==> config.mk <==
export PLATFORM = sky130hd
export DESIGN_NAME = vga_fill
export DESIGN_NICKNAME = d
export VERILOG_FILES = /design/src/rtl/vga_fill.sv
export SDC_FILE = /design/constraint.sdc
export NUM_CORES = 1
export LEC_CHECK = 0
export ABC_AREA = 1
export CAP_MARGIN = 20
export CORE_ASPECT_RATIO = 1.25
export CORE_MARGIN = 1
export CORE_UTILIZATION = 35
export DETAILED_ROUTE_END_ITERATION = 10
export PLACE_DENSITY = 0.57
export SLEW_MARGIN = 20
export SYNTH_ARGS = -nofsm -noshare
export SYNTH_HDL_FRONTEND = slang
export SYNTH_SLANG_ARGS = --single-unit
==> constraint.sdc <==
create_clock -name clk -period 4.3 [get_ports clk]
set_clock_uncertainty 0.2 [all_clocks]
set_input_delay 0.86 -clock clk [delete_from_list [all_inputs] [get_ports clk]]
set_output_delay 0.86 -clock clk [all_outputs]
set_load 0.02 [all_outputs]
==> src/rtl/vga_fill.sv <==
// Rectangle fill into a 2-pixel-per-word framebuffer; full words are written directly, half words via read-modify-write.
// Start accepted in cycle T: busy from T+1, first access at T+2, done pulse at T+2+N (WR=1, RD+RMW=2 cycles per word).
module vga_fill #(
  parameter int H_PIX    = 160,
  parameter int V_PIX    = 120,
  parameter int FB_WORDS = 9600
) (
  input  logic        clk,
  input  logic        rst_n,
  input  logic        start,
  input  logic [7:0]  x0,
  input  logic [7:0]  x1,
  input  logic [6:0]  y0,
  input  logic [6:0]  y1,
  input  logic [7:0]  color,
  output logic        busy,
  output logic        done,
  output logic [14:0] fb_addr,
  output logic        fb_we,
  output logic [15:0] fb_wdata,
  input  logic [15:0] fb_rdata
);

  localparam logic [7:0]  XMAX = 8'(H_PIX - 1);
  localparam logic [6:0]  YMAX = 7'(V_PIX - 1);
  localparam logic [14:0] WPR  = 15'(H_PIX / 2);
  localparam logic [15:0] FBW  = 16'(FB_WORDS);

  typedef enum logic [2:0] {
    S_IDLE,
    S_SETUP,
    S_WR,
    S_RD,
    S_RMW,
    S_FIN
  } state_t;

  state_t      state_q, state_d;
  logic [7:0]  x0r_q, x0r_d, x1r_q, x1r_d;
  logic [6:0]  y0r_q, y0r_d, y1r_q, y1r_d;
  logic [7:0]  color_q, color_d;
  logic [7:0]  xlo_q, xlo_d, xhi_q, xhi_d;
  logic [6:0]  yhi_q, yhi_d;
  logic [6:0]  row_q, row_d;
  logic [14:0] base_q, base_d;
  logic [6:0]  col_q, col_d;
  logic        hi_q, hi_d;
  logic [14:0] addr_q, addr_d;
  logic        we_q, we_d;
  logic [15:0] wdata_q, wdata_d;
  logic        rmw_q, rmw_d;
  logic        busy_q, busy_d;
  logic        done_q, done_d;

  // Normalised, clamped bounds derived from the latched request (used in SETUP)
  logic [7:0]  xa, xb, nxlo, nxhi;
  logic [6:0]  ya, yb, nylo, nyhi;

  always_comb begin
    xa   = (x0r_q > XMAX) ? XMAX : x0r_q;
    xb   = (x1r_q > XMAX) ? XMAX : x1r_q;
    ya   = (y0r_q > YMAX) ? YMAX : y0r_q;
    yb   = (y1r_q > YMAX) ? YMAX : y1r_q;
    nxlo = (xa <= xb) ? xa : xb;
    nxhi = (xa <= xb) ? xb : xa;
    nylo = (ya <= yb) ? ya : yb;
    nyhi = (ya <= yb) ? yb : ya;
  end

  logic        issue, finish, row_end, last;
  logic [7:0]  xlo_c, xhi_c;
  logic [6:0]  row_c, col_c;
  logic [14:0] base_c, cand_addr;
  logic [7:0]  pix_e, pix_o;
  logic        even_in, odd_in;

  always_comb begin
    state_d = state_q;
    x0r_d   = x0r_q;
    x1r_d   = x1r_q;
    y0r_d   = y0r_q;
    y1r_d   = y1r_q;
    color_d = color_q;
    xlo_d   = xlo_q;
    xhi_d   = xhi_q;
    yhi_d   = yhi_q;
    row_d   = row_q;
    base_d  = base_q;
    col_d   = col_q;
    hi_d    = hi_q;
    addr_d  = addr_q;
    wdata_d = wdata_q;
    busy_d  = busy_q;
    we_d    = 1'b0;
    rmw_d   = 1'b0;
    done_d  = 1'b0;
    issue   = 1'b0;
    finish  = 1'b0;
    xlo_c   = xlo_q;
    xhi_c   = xhi_q;

    // Candidate for the word after the current one; row wrap adds one row of words, no multiply
    row_end = (col_q == xhi_q[7:1]);
    last    = row_end && (row_q == yhi_q);
    if (row_end) begin
      row_c  = row_q + 7'd1;
      base_c = base_q + WPR;
      col_c  = xlo_q[7:1];
    end else begin
      row_c  = row_q;
      base_c = base_q;
      col_c  = col_q + 7'd1;
    end

    case (state_q)
      S_IDLE: begin
        if (start) begin
          x0r_d   = x0;
          x1r_d   = x1;
          y0r_d   = y0;
          y1r_d   = y1;
          color_d = color;
          busy_d  = 1'b1;
          state_d = S_SETUP;
        end
      end
      S_SETUP: begin
        xlo_d  = nxlo;
        xhi_d  = nxhi;
        yhi_d  = nyhi;
        xlo_c  = nxlo;
        xhi_c  = nxhi;
        row_c  = nylo;
        base_c = 15'(nylo) * WPR;
        col_c  = nxlo[7:1];
        issue  = 1'b1;
      end
      S_WR, S_RMW: begin
        if (last) finish = 1'b1;
        else      issue  = 1'b1;
      end
      S_RD: begin
        we_d    = 1'b1;
        rmw_d   = 1'b1;
        state_d = S_RMW;
      end
      S_FIN: begin
        busy_d  = 1'b0;
        state_d = S_IDLE;
      end
      default: state_d = S_IDLE;
    endcase

    cand_addr = base_c + {8'd0, col_c};
    pix_e     = {col_c, 1'b0};
    pix_o     = {col_c, 1'b1};
    even_in   = (pix_e >= xlo_c);
    odd_in    = (pix_o <= xhi_c);

    // Addresses only grow, so the first out-of-range word means nothing else is writable
    if (issue) begin
      if ({1'b0, cand_addr} >= FBW) begin
        finish = 1'b1;
      end else begin
        row_d  = row_c;
        base_d = base_c;
        col_d  = col_c;
        addr_d = cand_addr;
        if (even_in && odd_in) begin
          state_d = S_WR;
          we_d    = 1'b1;
          wdata_d = {color_q, color_q};
        end else begin
          state_d = S_RD;
          hi_d    = !even_in;
        end
      end
    end

    if (finish) begin
      state_d = S_FIN;
      done_d  = 1'b1;
      busy_d  = 1'b0;
    end
  end

  always_ff @(posedge clk or negedge rst_n) begin
    if (!rst_n) begin
      state_q <= S_IDLE;
      x0r_q   <= '0;
      x1r_q   <= '0;
      y0r_q   <= '0;
      y1r_q   <= '0;
      color_q <= '0;
      xlo_q   <= '0;
      xhi_q   <= '0;
      yhi_q   <= '0;
      row_q   <= '0;
      base_q  <= '0;
      col_q   <= '0;
      hi_q    <= 1'b0;
      addr_q  <= '0;
      we_q    <= 1'b0;
      wdata_q <= '0;
      rmw_q   <= 1'b0;
      busy_q  <= 1'b0;
      done_q  <= 1'b0;
    end else begin
      state_q <= state_d;
      x0r_q   <= x0r_d;
      x1r_q   <= x1r_d;
      y0r_q   <= y0r_d;
      y1r_q   <= y1r_d;
      color_q <= color_d;
      xlo_q   <= xlo_d;
      xhi_q   <= xhi_d;
      yhi_q   <= yhi_d;
      row_q   <= row_d;
      base_q  <= base_d;
      col_q   <= col_d;
      hi_q    <= hi_d;
      addr_q  <= addr_d;
      we_q    <= we_d;
      wdata_q <= wdata_d;
      rmw_q   <= rmw_d;
      busy_q  <= busy_d;
      done_q  <= done_d;
    end
  end

  // Read data only arrives in the RMW cycle itself, so the merge sits after the register
  assign fb_wdata = rmw_q ? (hi_q ? {color_q, fb_rdata[7:0]} : {fb_rdata[15:8], color_q})
                          : wdata_q;
  assign fb_addr  = addr_q;
  assign fb_we    = we_q;
  assign busy     = busy_q;
  assign done     = done_q;

endmodule
==> flow_summary.ini, run 1 <==
; yosys + openroad results
[placement]
placed_cell_area_um2 = 10100

[worst_hold_path]
holdPathStages = 2
hold_path.class = reg2reg

[timing]
timing.final.ws_setup_ns = -0.392
setup_violations = 59
worstMarginPinSlew_ns = 0.825

[run]
maxCapViolations = 0

[die]
row_count = 60
dieArea_um2 = 23000
fp_util_pct = 36.1
die_x_um = 136
die_height_um = 169

[drt]
dr.pass1.iters = 4
vias = 7631
drt_wl_total_um = 22500

[run_status]
violations = setup timing
outcome = complete, but fails checks

[critical_path]
slowest_delay_ns = 0.37
r2r-end = wdata_q[9]

[finish]
postLayoutCellArea_um2 = 11800

[yosys]
top_cell = nand2_1
## run 1: metrics by stage
stage	cells	worst slack, ns	hold slack (ns)
floorplan	1047	-0.126	0.249
global placement	1523	-0.567	0.249
detailed placement	1523	-0.667	0.255
CTS	1579	-0.430	0.271
global route	1600	-0.688	0.302
finish	1600	-0.392	0.264
## run 1: registers in the layout (all words and copies together), names as in the netlist, 8 cells and up
name,cells
color_q,8
xlo_q,8
fb_addr,15
xhi_q,8
x1r_q,8
base_q,15
x0r_q,8
wdata_q,8
## run 1: worst min path at each step
stage | from | to
after detailed placement | fb_addr[14] | fb_addr[14]
final | fb_addr[14] | fb_addr[14]
after CTS | fb_addr[14] | fb_addr[14]
after global placement | fb_addr[14] | fb_addr[14]
after global routing | fb_addr[14] | fb_addr[14]
after floorplan | wdata_q[14] | wdata_q[14]
## run 1: layout by cell type, fill, tap and decap left out, drive strengths merged, types with 4 or more instances in the layout
cell | synthesis | routed
o22ai | 16 | 16
nand2 | 296 | 297
nor3 | 4 | 4
mux2 | 27 | 27
or2 | 4 | 4
clkdlybuf4s50 | 0 | 89
nor2 | 92 | 92
buf | 12 | 186
ha | 44 | 44
dfrtp | 121 | 121
o21bai | 6 | 6
nand3 | 42 | 42
and2 | 5 | 5
clkbuf | 23 | 19
o21ai | 99 | 99
clkinv | 0 | 6
xor2 | 21 | 21
xnor2 | 4 | 4
nand4 | 12 | 12
inv | 130 | 132
a21oi | 59 | 59
a31oi | 4 | 4
o211ai | 7 | 7
## run 1: cell families after synthesis
kind of cell	Yosys count	synth area share, %
xor+xnor	25	2.80
fa+ha+maj	46	7.55
mux	27	3.89
compound gates	204	14.2
buf+inv	165	8.39
flops	121	38.7
simple gates	459	24.4
## run 1: per-layer routing
layer | wire, µm | global-route usage, % | vias up
li1 | - | - | 3930
met1 | 10100 | 25.2 | 3562
met2 | 11300 | 34.1 | 110
met3 | 482 | 2.69 | 29
met4 | 538 | 8.55 | 0
met5 | 0 | 0 | -
## run 1: final cells by class
class / count / area [µm²]
Fill cell: 1951 / 9870
Multi-Input combinational cell: 762 / 4880
Sequential cell: 121 / 3030
Timing Repair Buffer: 276 / 2460
Inverter: 130 / 498
Clock buffer: 18 / 439
Tap cell: 279 / 349
Clock inverter: 14 / 171
## run 1: repair_timing
item,4_1_cts,5_1_grt
setup endpoints to repair,59,59
pin swaps,44,70
setup buffers,21,20
cloned,3,2
gates resized,61,125
## run 1: critical path: cells and delay by family (launching register included)
kind / cells / cell delay [ns]
and+or+nand+nor: 23 / 2.34
AOI/OAI and AO/OA: 3 / 0.42
DFF: 1 / 0.37
buffers and inverters: 7 / 0.69
adders and majority gates: 2 / 0.61
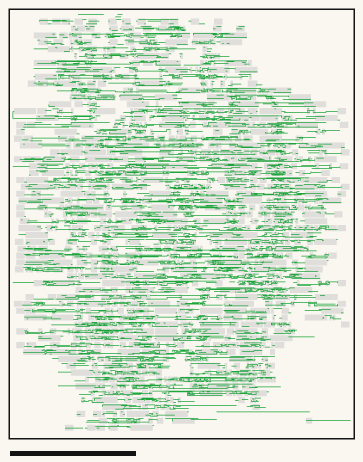
**Above:** run 1 (met1 routing).
The bar under the picture is 50 µm long.
wire length on this layer: 10,100 µm
main direction: horizontal
longest straight run: 36.8 µm
nets with wire on the layer: 1,313

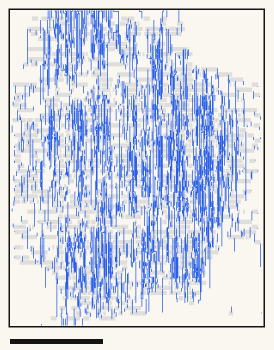
**Above:** run 1 (M2 wires).
The bar under the picture is 50 µm long.
longest straight run: 51.7 µm
main direction: vertical

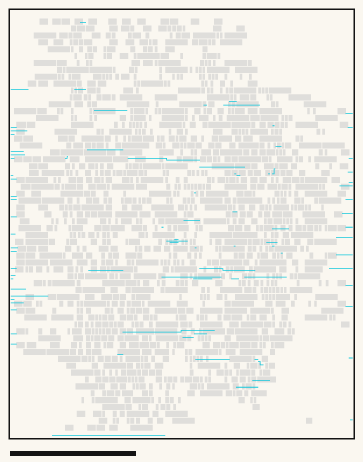
**Above:** run 1 (M3 wires).
The bar under the picture is 50 µm long.
longest straight run: 44.4 µm
share of all routed wire: 2.2%
wire length on this layer: 482 µm
main direction: horizontal
nets with wire on the layer: 67

**Run 1: met4 routing**

The bar under the picture is 50 µm long.
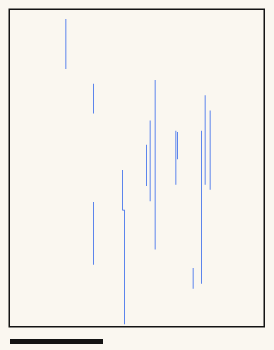

## Run 2: what changed since run 1
ABC_AREA = 0   (was 1)
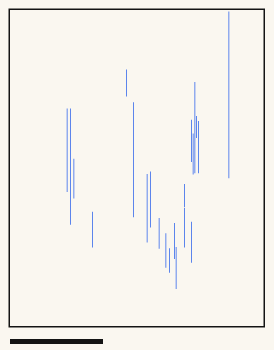
**Above:** run 2 (met4 routing).
The bar under the picture is 50 µm long.
main direction: vertical
share of all routed wire: 2.9%
wire length on this layer: 657 µm
nets with wire on the layer: 17

==> flow_summary.ini, run 2 <==
; yosys + openroad results
[yosys]
compound_area_share_pct = 16.2
ys_sh_adder_pct = 7.67
top_logic_kind = AND-OR/OR-AND gates
mux_share_pct = 14.3
simple_gate_area_share_pct = 14.8

[placement]
placed_cell_area_um2 = 10400
dp.cells = 1339
dp_worst_setup_slack_ns = -1.42

[timing]
worstMarginPinSlew_ns = 0.900
timing.final.ws_setup_ns = -1.35
setup_violations = 59

[finish]
fin_cells = 1406
final_common_cell = buf_4
final_cell_mix = buf_4 (184), dfrtp_1 (121), clkdlybuf4s50_1 (89)
postLayoutCellArea_um2 = 11900

[run_status]
outcome = complete, but fails checks
violations = setup timing

[die]
dieArea_um2 = 23300
row_count = 61
fp_util_pct = 35.7
die_x_um = 137

[critical_path]
slowest_delay_ns = 0.41

[drt]
vias = 7152

[worst_hold_path]
hold_path.class = in2async
## run 2: cell count changes after synthesis, moves of 10 or more
cell     previous run  this run
nand2_1           291        63
buf_2               1        11
mux2i_1             0        35
a21o_1              3        15
mux2_1              0        19
inv_1             123        45
o21ai_1            27         2
nand3_1            40        16
xnor2_1             4        24
o21ai_0            72        46
and3_1              0        10
o22ai_1            16         2
mux2_2             27        38
## run 2: cell type report
| cell class | count | area, µm² |
|---|---|---|
| Fill cell | 2016 | 10400 |
| Timing Repair Buffer | 293 | 2600 |
| Sequential cell | 121 | 3030 |
| Clock inverter | 14 | 165 |
| Clock buffer | 18 | 429 |
| Multi-Input combinational cell | 632 | 5120 |
| Inverter | 45 | 169 |
| Tap cell | 283 | 354 |
## run 2: critical path, delay by kind of cell (launching register included)
family	cells	cell delay, ns
AND-OR/OR-AND	6	1.11
adder cells (fa/ha/maj)	4	1.14
buffers and inverters	6	0.76
flip-flops	1	0.39
multiplexers	2	0.61
AND/OR/NAND/NOR	7	1.31
## run 2: final timing paths
kind	from	endpoint	slack [ns]	depth (start not counted)
min in group clk	xlo_q[0]	xlo_q[0]	0.26	2
setup / recovery	y1r_q[4]	col_q[5]	-1.35	25
hold / removal	rst_n	wdata_q[10]	0.24	1
setup reg to reg	y1r_q[4]	col_q[5]	-1.35	25
hold reg to reg	xlo_q[0]	xlo_q[0]	0.26	2
max in group asynchronous	rst_n	fb_addr[0]	2.80	2
## run 2: logic make-up after synthesis
group	after synthesis
xor gates and xnor gates	39
adders and majority gates	48
muxes	101
buffers and inverters	94
AOI/OAI and AO/OA	202
DFF	121
and+or+nand+nor	241
## run 2: metal layers
| layer | GRT usage, % | share of wire [%] |
|---|---|---|
| met3 | 3.61 | 3.1 |
| met1 | 22.9 | 42 |
| met2 | 35.9 | 52 |
| met4 | 8.03 | 2.9 |
| met5 | 0 | 0 |
## run 2: what timing repair did
item	4_1_cts	5_1_grt
buffers inserted	25	5
gates resized	84	32
cloned	4	1
pin swaps	21	17
endpoints found under the setup margin	59	59
**Run 2: M2 wires**

The bar under the picture is 50 µm long.
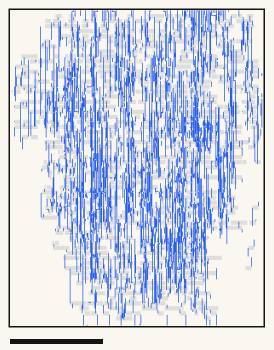

## Run 3: what changed since run 2
CELL_PAD_IN_SITES_DETAIL_PLACEMENT = 0   (was unset)
CELL_PAD_IN_SITES_GLOBAL_PLACEMENT = 1   (was unset)
PLACE_DENSITY = 0.7   (was 0.57)
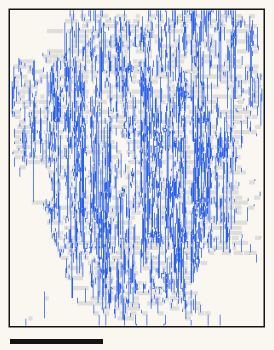
**Above:** run 3 (M2 wires).
The bar under the picture is 50 µm long.
share of all routed wire: 53%
main direction: vertical
longest straight run: 68.3 µm

==> flow_summary.ini, run 3 <==
; yosys + openroad results
[die]
dieArea_um2 = 23300
die_x_um = 137
core_um2 = 22300
die_height_um = 171
row_count = 61
fp_util_pct = 35.7

[critical_path]
cp.required_ns = 4.41
slowest_stage = or4_4
cp-start-kind = flop
crit_top_cell = buf_12
crit_fanout = 10
crit_type = reg2reg
slowest_delay_ns = 0.54
cp_num_buf_inv = 6
cp_top_family = AND-OR/OR-AND gates

[timing]
setup_violations = 59
finalClockPeriodUsage_pct = 133
min_period_ns = 5.70
timing.final.ws_setup_ns = -1.40
drv_slew = 0
worstMarginPinSlew_ns = 0.929
hold_violations = 0

[yosys]
syn_inst = 846
yosys-stat-area_um2 = 7960
ys.flops = 121
ys_cells = 846
synth-edff-count = 0
synthArstFlopShare_pct = 100

[finish]
finish.utilization_pct = 55.3
seqCellArea_um2 = 3030
final_common_cell = buf_4
num-fill-cells = 2017
final_cell_mix = buf_4 (207), dfrtp_1 (121), clkdlybuf4s50_1 (89)
comb_area_um2 = 5280
fin_nets = 1248

[drt]
drc = 0
vias = 7299

[run_status]
outcome = complete, but fails checks
violations = setup timing

[worst_hold_path]
hold_path.class = in2async

[placement]
io_buffers = 90

[global_route]
antenna_found_initial = 0
grt_start_max_net_pins = 45

[clocking]
cts_root_buffer = clkbuf_16
tritoncts = built
==> run 3: metrics by stage <==
stage / std cells / area [µm²] / setup slack, ns
after global routing: 1441 / 12300 / -1.58
after global placement: 1357 / 10500 / -1.59
after CTS: 1419 / 11700 / -1.37
after floorplan: 846 / 8130 / -1.40
after detailed placement: 1357 / 10500 / -1.65
final: 1441 / 12300 / -1.40
==> run 3: path summary, 6_finish.rpt <==
check / from / endpoint / slack [ns] / depth (start not counted)
min in group clk: xlo_q[0] / xlo_q[0] / 0.26 / 2
hold / removal: rst_n / fb_addr[3] / 0.24 / 1
max in group asynchronous: rst_n / yhi_q[3] / 2.83 / 2
setup reg to reg: y1r_q[5] / row_q[2] / -1.40 / 26
setup / recovery: y1r_q[5] / row_q[2] / -1.40 / 26
hold reg to reg: xlo_q[0] / xlo_q[0] / 0.26 / 2
==> run 3: per-layer routing <==
| layer | vias up | share of wire (%) | GRT usage (%) |
|---|---|---|---|
| met1 | 3552 | 42 | 23.4 |
| met2 | 102 | 53 | 36.7 |
| li1 | 3608 | - | - |
| met3 | 37 | 3.1 | 3.61 |
| met4 | 0 | 2.0 | 6.74 |
| met5 | - | 0 | 0 |
==> run 3: cells by family (layout without fill, tap and decap cells) <==
kind of cell,count (synthesis),in the layout,share of synthesized area (%)
AND-OR/OR-AND,202,202,16.2
multiplexers,101,101,14.3
XOR/XNOR,39,39,4.29
adder cells (fa/ha/maj),48,48,7.67
AND/OR/NAND/NOR,241,242,14.8
buffers and inverters,94,405,4.80
flip-flops,121,121,38.1
==> run 3: area by class of cell <==
| class | instances | share of cell area (%) |
|---|---|---|
| multi-input cells | 632 | 42.8 |
| flip-flops and latches | 121 | 24.6 |
| repair buffers | 328 | 23.9 |
| clock buffers | 18 | 3.56 |
| well taps | 283 | 2.87 |
| inverters | 45 | 1.37 |
| clock inverters | 14 | 0.913 |
==> run 3: what timing repair did <==
item,CTS,global route
buffers inserted,27,23
hold endpoints to repair,0,0
setup endpoints to repair,59,59
gates resized,62,109
cloned,4,2
pin swaps,24,43
